**src/rtl/instr_decode.sv**
```systemverilog
// RV32I decode/operand-issue stage: decodes one instruction per cycle into a registered control bundle.
// Define DECODE_SCOREBOARD_EN to enable the read-after-write busy scoreboard that stalls dependent issue.
module instr_decode #(
   parameter int XLEN       = 32,
   parameter int REG_ADDR_W = 5
) (
   input  logic                  i_Clk,
   input  logic                  i_Rst,
   input  logic                  i_Valid,
   output logic                  o_Ready,
   input  logic [31:0]           i_Instr,
   input  logic [XLEN-1:0]       i_PC,
   input  logic                  i_Flush,
   output logic [REG_ADDR_W-1:0] o_Addr1,
   output logic [REG_ADDR_W-1:0] o_Addr2,
   output logic                  o_Valid,
   input  logic                  i_Ready,
   output logic [XLEN-1:0]       o_PC,
   output logic [REG_ADDR_W-1:0] o_Rd,
   output logic [31:0]           o_Imm,
   output logic [3:0]            o_AluOp,
   output logic                  o_AluSrcA,
   output logic                  o_AluSrcB,
   output logic                  o_WE,
   output logic [1:0]            o_WDSrc,
   output logic                  o_MemRead,
   output logic                  o_MemWrite,
   output logic [2:0]            o_Funct3,
   output logic                  o_Branch,
   output logic                  o_Jump,
   output logic                  o_JumpReg,
   output logic                  o_Illegal,
   input  logic                  i_WbValid,
   input  logic [REG_ADDR_W-1:0] i_WbAddr
);

   localparam int NREG = 2 ** REG_ADDR_W;

   localparam logic [6:0] OPC_LUI    = 7'b0110111;
   localparam logic [6:0] OPC_AUIPC  = 7'b0010111;
   localparam logic [6:0] OPC_JAL    = 7'b1101111;
   localparam logic [6:0] OPC_JALR   = 7'b1100111;
   localparam logic [6:0] OPC_BRANCH = 7'b1100011;
   localparam logic [6:0] OPC_LOAD   = 7'b0000011;
   localparam logic [6:0] OPC_STORE  = 7'b0100011;
   localparam logic [6:0] OPC_OPIMM  = 7'b0010011;
   localparam logic [6:0] OPC_OP     = 7'b0110011;
   localparam logic [6:0] OPC_FENCE  = 7'b0001111;

   localparam logic [3:0] ALU_ADD = 4'd0, ALU_SUB = 4'd1, ALU_SLL = 4'd2, ALU_SLT = 4'd3,
                          ALU_SLTU = 4'd4, ALU_XOR = 4'd5, ALU_SRL = 4'd6, ALU_SRA = 4'd7,
                          ALU_OR = 4'd8, ALU_AND = 4'd9, ALU_PASSB = 4'd10;

   typedef struct packed {
      logic [REG_ADDR_W-1:0] rd;
      logic [REG_ADDR_W-1:0] rs1;
      logic [REG_ADDR_W-1:0] rs2;
      logic [31:0]           imm;
      logic [3:0]            alu_op;
      logic                  src_a;
      logic                  src_b;
      logic                  we;
      logic [1:0]            wd_src;
      logic                  mem_read;
      logic                  mem_write;
      logic [2:0]            funct3;
      logic                  branch;
      logic                  jump;
      logic                  jump_reg;
      logic                  illegal;
   } bundle_t;

   function automatic logic [3:0] alu_from_funct(input logic [2:0] f3, input logic alt);
      case (f3)
         3'b000:  alu_from_funct = alt ? ALU_SUB : ALU_ADD;
         3'b001:  alu_from_funct = ALU_SLL;
         3'b010:  alu_from_funct = ALU_SLT;
         3'b011:  alu_from_funct = ALU_SLTU;
         3'b100:  alu_from_funct = ALU_XOR;
         3'b101:  alu_from_funct = alt ? ALU_SRA : ALU_SRL;
         3'b110:  alu_from_funct = ALU_OR;
         default: alu_from_funct = ALU_AND;
      endcase
   endfunction

   // rd/rs fields are only populated for formats that use them, so unused ones read as x0
   function automatic bundle_t decode(input logic [31:0] ins);
      bundle_t b;
      logic [REG_ADDR_W-1:0] f_rd, f_rs1, f_rs2;
      logic [31:0] imm_i, imm_s, imm_b, imm_u, imm_j;
      f_rd  = REG_ADDR_W'(ins[11:7]);
      f_rs1 = REG_ADDR_W'(ins[19:15]);
      f_rs2 = REG_ADDR_W'(ins[24:20]);
      imm_i = {{20{ins[31]}}, ins[31:20]};
      imm_s = {{20{ins[31]}}, ins[31:25], ins[11:7]};
      imm_b = {{20{ins[31]}}, ins[7], ins[30:25], ins[11:8], 1'b0};
      imm_u = {ins[31:12], 12'b0};
      imm_j = {{12{ins[31]}}, ins[19:12], ins[20], ins[30:21], 1'b0};
      b = '0;
      b.funct3 = ins[14:12];
      case (ins[6:0])
         OPC_LUI:    begin b.rd = f_rd; b.imm = imm_u; b.alu_op = ALU_PASSB; b.src_b = 1'b1; b.we = 1'b1; end
         OPC_AUIPC:  begin b.rd = f_rd; b.imm = imm_u; b.src_a = 1'b1; b.src_b = 1'b1; b.we = 1'b1; end
         OPC_JAL:    begin b.rd = f_rd; b.imm = imm_j; b.src_a = 1'b1; b.src_b = 1'b1; b.we = 1'b1;
                           b.wd_src = 2'd2; b.jump = 1'b1; end
         OPC_JALR:   begin b.rd = f_rd; b.rs1 = f_rs1; b.imm = imm_i; b.src_b = 1'b1; b.we = 1'b1;
                           b.wd_src = 2'd2; b.jump_reg = 1'b1; end
         OPC_BRANCH: begin b.rs1 = f_rs1; b.rs2 = f_rs2; b.imm = imm_b; b.alu_op = ALU_SUB; b.branch = 1'b1; end
         OPC_LOAD:   begin b.rd = f_rd; b.rs1 = f_rs1; b.imm = imm_i; b.src_b = 1'b1; b.we = 1'b1;
                           b.wd_src = 2'd1; b.mem_read = 1'b1; end
         OPC_STORE:  begin b.rs1 = f_rs1; b.rs2 = f_rs2; b.imm = imm_s; b.src_b = 1'b1; b.mem_write = 1'b1; end
         OPC_OPIMM:  begin b.rd = f_rd; b.rs1 = f_rs1; b.imm = imm_i; b.src_b = 1'b1; b.we = 1'b1;
                           b.alu_op = alu_from_funct(ins[14:12], ins[30] && (ins[14:12] == 3'b101)); end
         OPC_OP:     begin b.rd = f_rd; b.rs1 = f_rs1; b.rs2 = f_rs2; b.we = 1'b1;
                           b.alu_op = alu_from_funct(ins[14:12], ins[30]); end
         OPC_FENCE:  b.funct3 = ins[14:12];
         default:    begin b.illegal = 1'b1; b.funct3 = ins[14:12]; end
      endcase
      if (b.rd == '0) b.we = 1'b0;
      return b;
   endfunction

   bundle_t         dec;
   bundle_t         bnd_p1;
   logic [XLEN-1:0] pc_p1;
   logic            vld_p1;
   logic            hazard;
   logic            accept;

   always_comb dec = decode(i_Instr);

   assign o_Ready = (!vld_p1 || i_Ready) && !hazard;
   assign accept  = i_Valid && o_Ready && !i_Flush;

`ifdef DECODE_SCOREBOARD_EN
   logic [NREG-1:0] busy_q;
   logic [NREG-1:0] busy_d;

   // A writeback in this cycle lands on the same edge as the read, so it cannot clear a hazard yet
   always_comb begin
      hazard = i_Valid && (((dec.rs1 != '0) && busy_q[dec.rs1]) ||
                           ((dec.rs2 != '0) && busy_q[dec.rs2]));
   end

   always_comb begin
      busy_d = busy_q;
      if (i_WbValid) busy_d[i_WbAddr] = 1'b0;
      if (accept && dec.we) busy_d[dec.rd] = 1'b1;
   end

   always_ff @(posedge i_Clk or posedge i_Rst) begin
      if (i_Rst) busy_q <= '0;
      else       busy_q <= busy_d;
   end
`else
   logic unused_wb;
   assign hazard    = 1'b0;
   assign unused_wb = ^{i_WbValid, i_WbAddr, NREG[0]};
`endif

   // p0 -> p1: decoded bundle registered to align with register-file read data
   always_ff @(posedge i_Clk or posedge i_Rst) begin
      if (i_Rst) begin
         vld_p1 <= 1'b0;
         bnd_p1 <= '0;
         pc_p1  <= '0;
      end else if (i_Flush) begin
         vld_p1 <= 1'b0;
      end else if (accept) begin
         vld_p1 <= 1'b1;
         bnd_p1 <= dec;
         pc_p1  <= i_PC;
      end else if (i_Ready) begin
         vld_p1 <= 1'b0;
      end
   end

   assign o_Addr1    = accept ? dec.rs1 : bnd_p1.rs1;
   assign o_Addr2    = accept ? dec.rs2 : bnd_p1.rs2;
   assign o_Valid    = vld_p1;
   assign o_PC       = pc_p1;
   assign o_Rd       = bnd_p1.rd;
   assign o_Imm      = bnd_p1.imm;
   assign o_AluOp    = bnd_p1.alu_op;
   assign o_AluSrcA  = bnd_p1.src_a;
   assign o_AluSrcB  = bnd_p1.src_b;
   assign o_WE       = bnd_p1.we;
   assign o_WDSrc    = bnd_p1.wd_src;
   assign o_MemRead  = bnd_p1.mem_read;
   assign o_MemWrite = bnd_p1.mem_write;
   assign o_Funct3   = bnd_p1.funct3;
   assign o_Branch   = bnd_p1.branch;
   assign o_Jump     = bnd_p1.jump;
   assign o_JumpReg  = bnd_p1.jump_reg;
   assign o_Illegal  = bnd_p1.illegal;

endmodule

```
**config.mk**
```make
export PLATFORM = sky130hd
export DESIGN_NAME = instr_decode
export DESIGN_NICKNAME = d
export VERILOG_FILES = /design/src/rtl/instr_decode.sv
export SDC_FILE = /design/constraint.sdc
export NUM_CORES = 1
export LEC_CHECK = 0
export ABC_CLOCK_PERIOD_IN_PS = 9300
export CELL_PAD_IN_SITES_DETAIL_PLACEMENT = 0
export CELL_PAD_IN_SITES_GLOBAL_PLACEMENT = 1
export CORE_MARGIN = 4
export CORE_UTILIZATION = 35
export DETAILED_ROUTE_END_ITERATION = 8
export PLACE_DENSITY = 0.92
export SLEW_MARGIN = 20
export SYNTH_ARGS = -nofsm -noshare
export SYNTH_HDL_FRONTEND = slang
export SYNTH_SLANG_ARGS = --single-unit
```
**constraint.sdc**
```tcl
create_clock -name i_Clk -period 9.3 [get_ports i_Clk]
set_input_delay 1.86 -clock i_Clk [delete_from_list [all_inputs] [get_ports i_Clk]]
set_output_delay 1.86 -clock i_Clk [all_outputs]
set_load 0.1 [all_outputs]
```
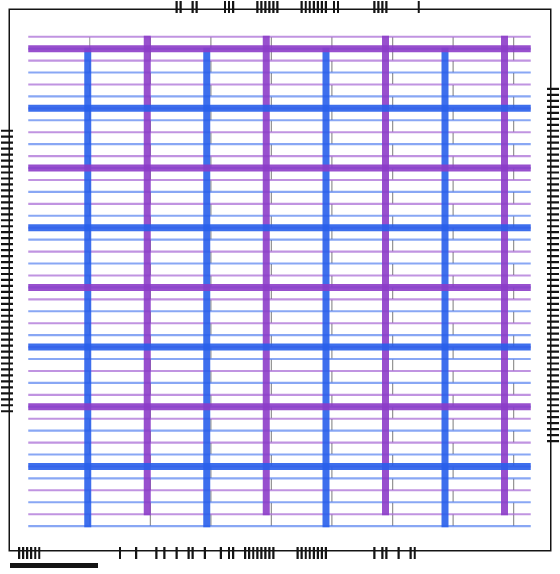
Figure 1: power grid.
The bar under the picture is 20 µm long. Pins as bars on the die edge. Tap cells in gray.
Key: VDD = purple; VSS = blue
8 straps on met5. 8 straps on met4.

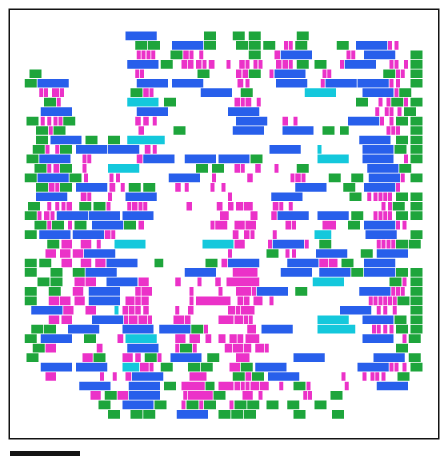
Figure 2: cells colored by class.
The bar under the picture is 20 µm long.
Key: clock drivers and dummy loads = cyan [cells 15]; all other logic = magenta [cells 321]; flip-flops = blue [cells 98]; other buffers and delay cells = green [cells 170]

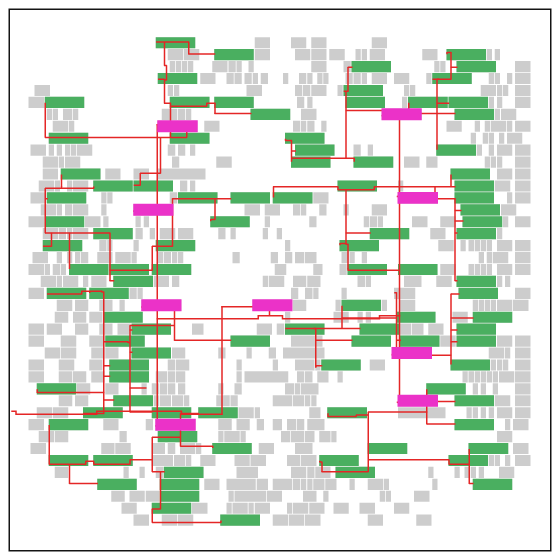
Figure 3: clock network drawn from the DEF.
Key: clock wires = red [length 1,200 µm]; flip-flops = green [count 98]; cells driving clock nets = magenta [count 9]
There are 10 routed clock nets. Position of the flops: widely spread.

==> flow_metrics.py <==
# Physical implementation metrics
metrics = {
    "critical_path": {
        "critical_path_arrival_ns": 4.99,
        "critical_path_class": "input pin to output port",
        "cp-end-kind": "output port",
        "cp.required_ns": 7.44,
        "slowest_stage": "clkdlybuf4s50_1",
        "crit_path_max_incr_delay_ns": 1.16,
        "crit_fanout": 10,
        "r2r_cells": 6,
    },
    "clock_tree": {
        "cts.repair.resized": 0,
        "htree_levels": 3,
    },
    "hold_path": {
        "worstHoldPathType": "register to register",
    },
    "placement": {
        "pre_cts_ws_ns": 2.47,
        "place.gp.congestion": 0.794,
    },
    "power_and_ir_drop": {
        "p_leak_nw": 2.85,
        "powerDensity_nw_per_um2": 208,
        "dominant_power_group": "registers",
        "p_comb_frac": 0.338,
    },
    "die": {
        "rows": 41,
        "nWellTaps": 172,
        "fp_util": 0.363,
        "io-pin-count": 174,
        "die_w_um": 123,
    },
    "synthesis": {
        "ff_type": "dfrtp_1",
        "top_cells_by_count": "161 x nand2_1, 98 x dfrtp_1, 49 x buf_4",
        "synth.cellmix.xorXnorShare": 0,
        "ys_async_sr_fraction": 1.00,
        "ys_ff": 98,
        "synthAoiAreaFrac": 0.143,
        "yosys_area_um2": 4630,
        "top_cells_by_area": "dfrtp_1 53%, nand2_1 13%, buf_4 7.9%",
    },
    "outcome": {
        "status": "complete, no violations",
    },
    "sta": {
        "hold_viol_final": 0,
        "max_slew_margin": 0.288,
        "max_freq_ghz": 0.146,
    },
    "routing": {
        "wirelength_um": 12900,
        "wl_met2_um": 5940,
        "wl_met1_um": 5720,
    },
    "cells_and_area": {
        "drive_above_1_share": 0.0546,
        "regArea_um2": 2450,
    },
    "global_route": {
        "busiest_layer": "met2",
        "grt_pass1_wl_um": 20200,
        "grt_overflow": 0,
    },
}
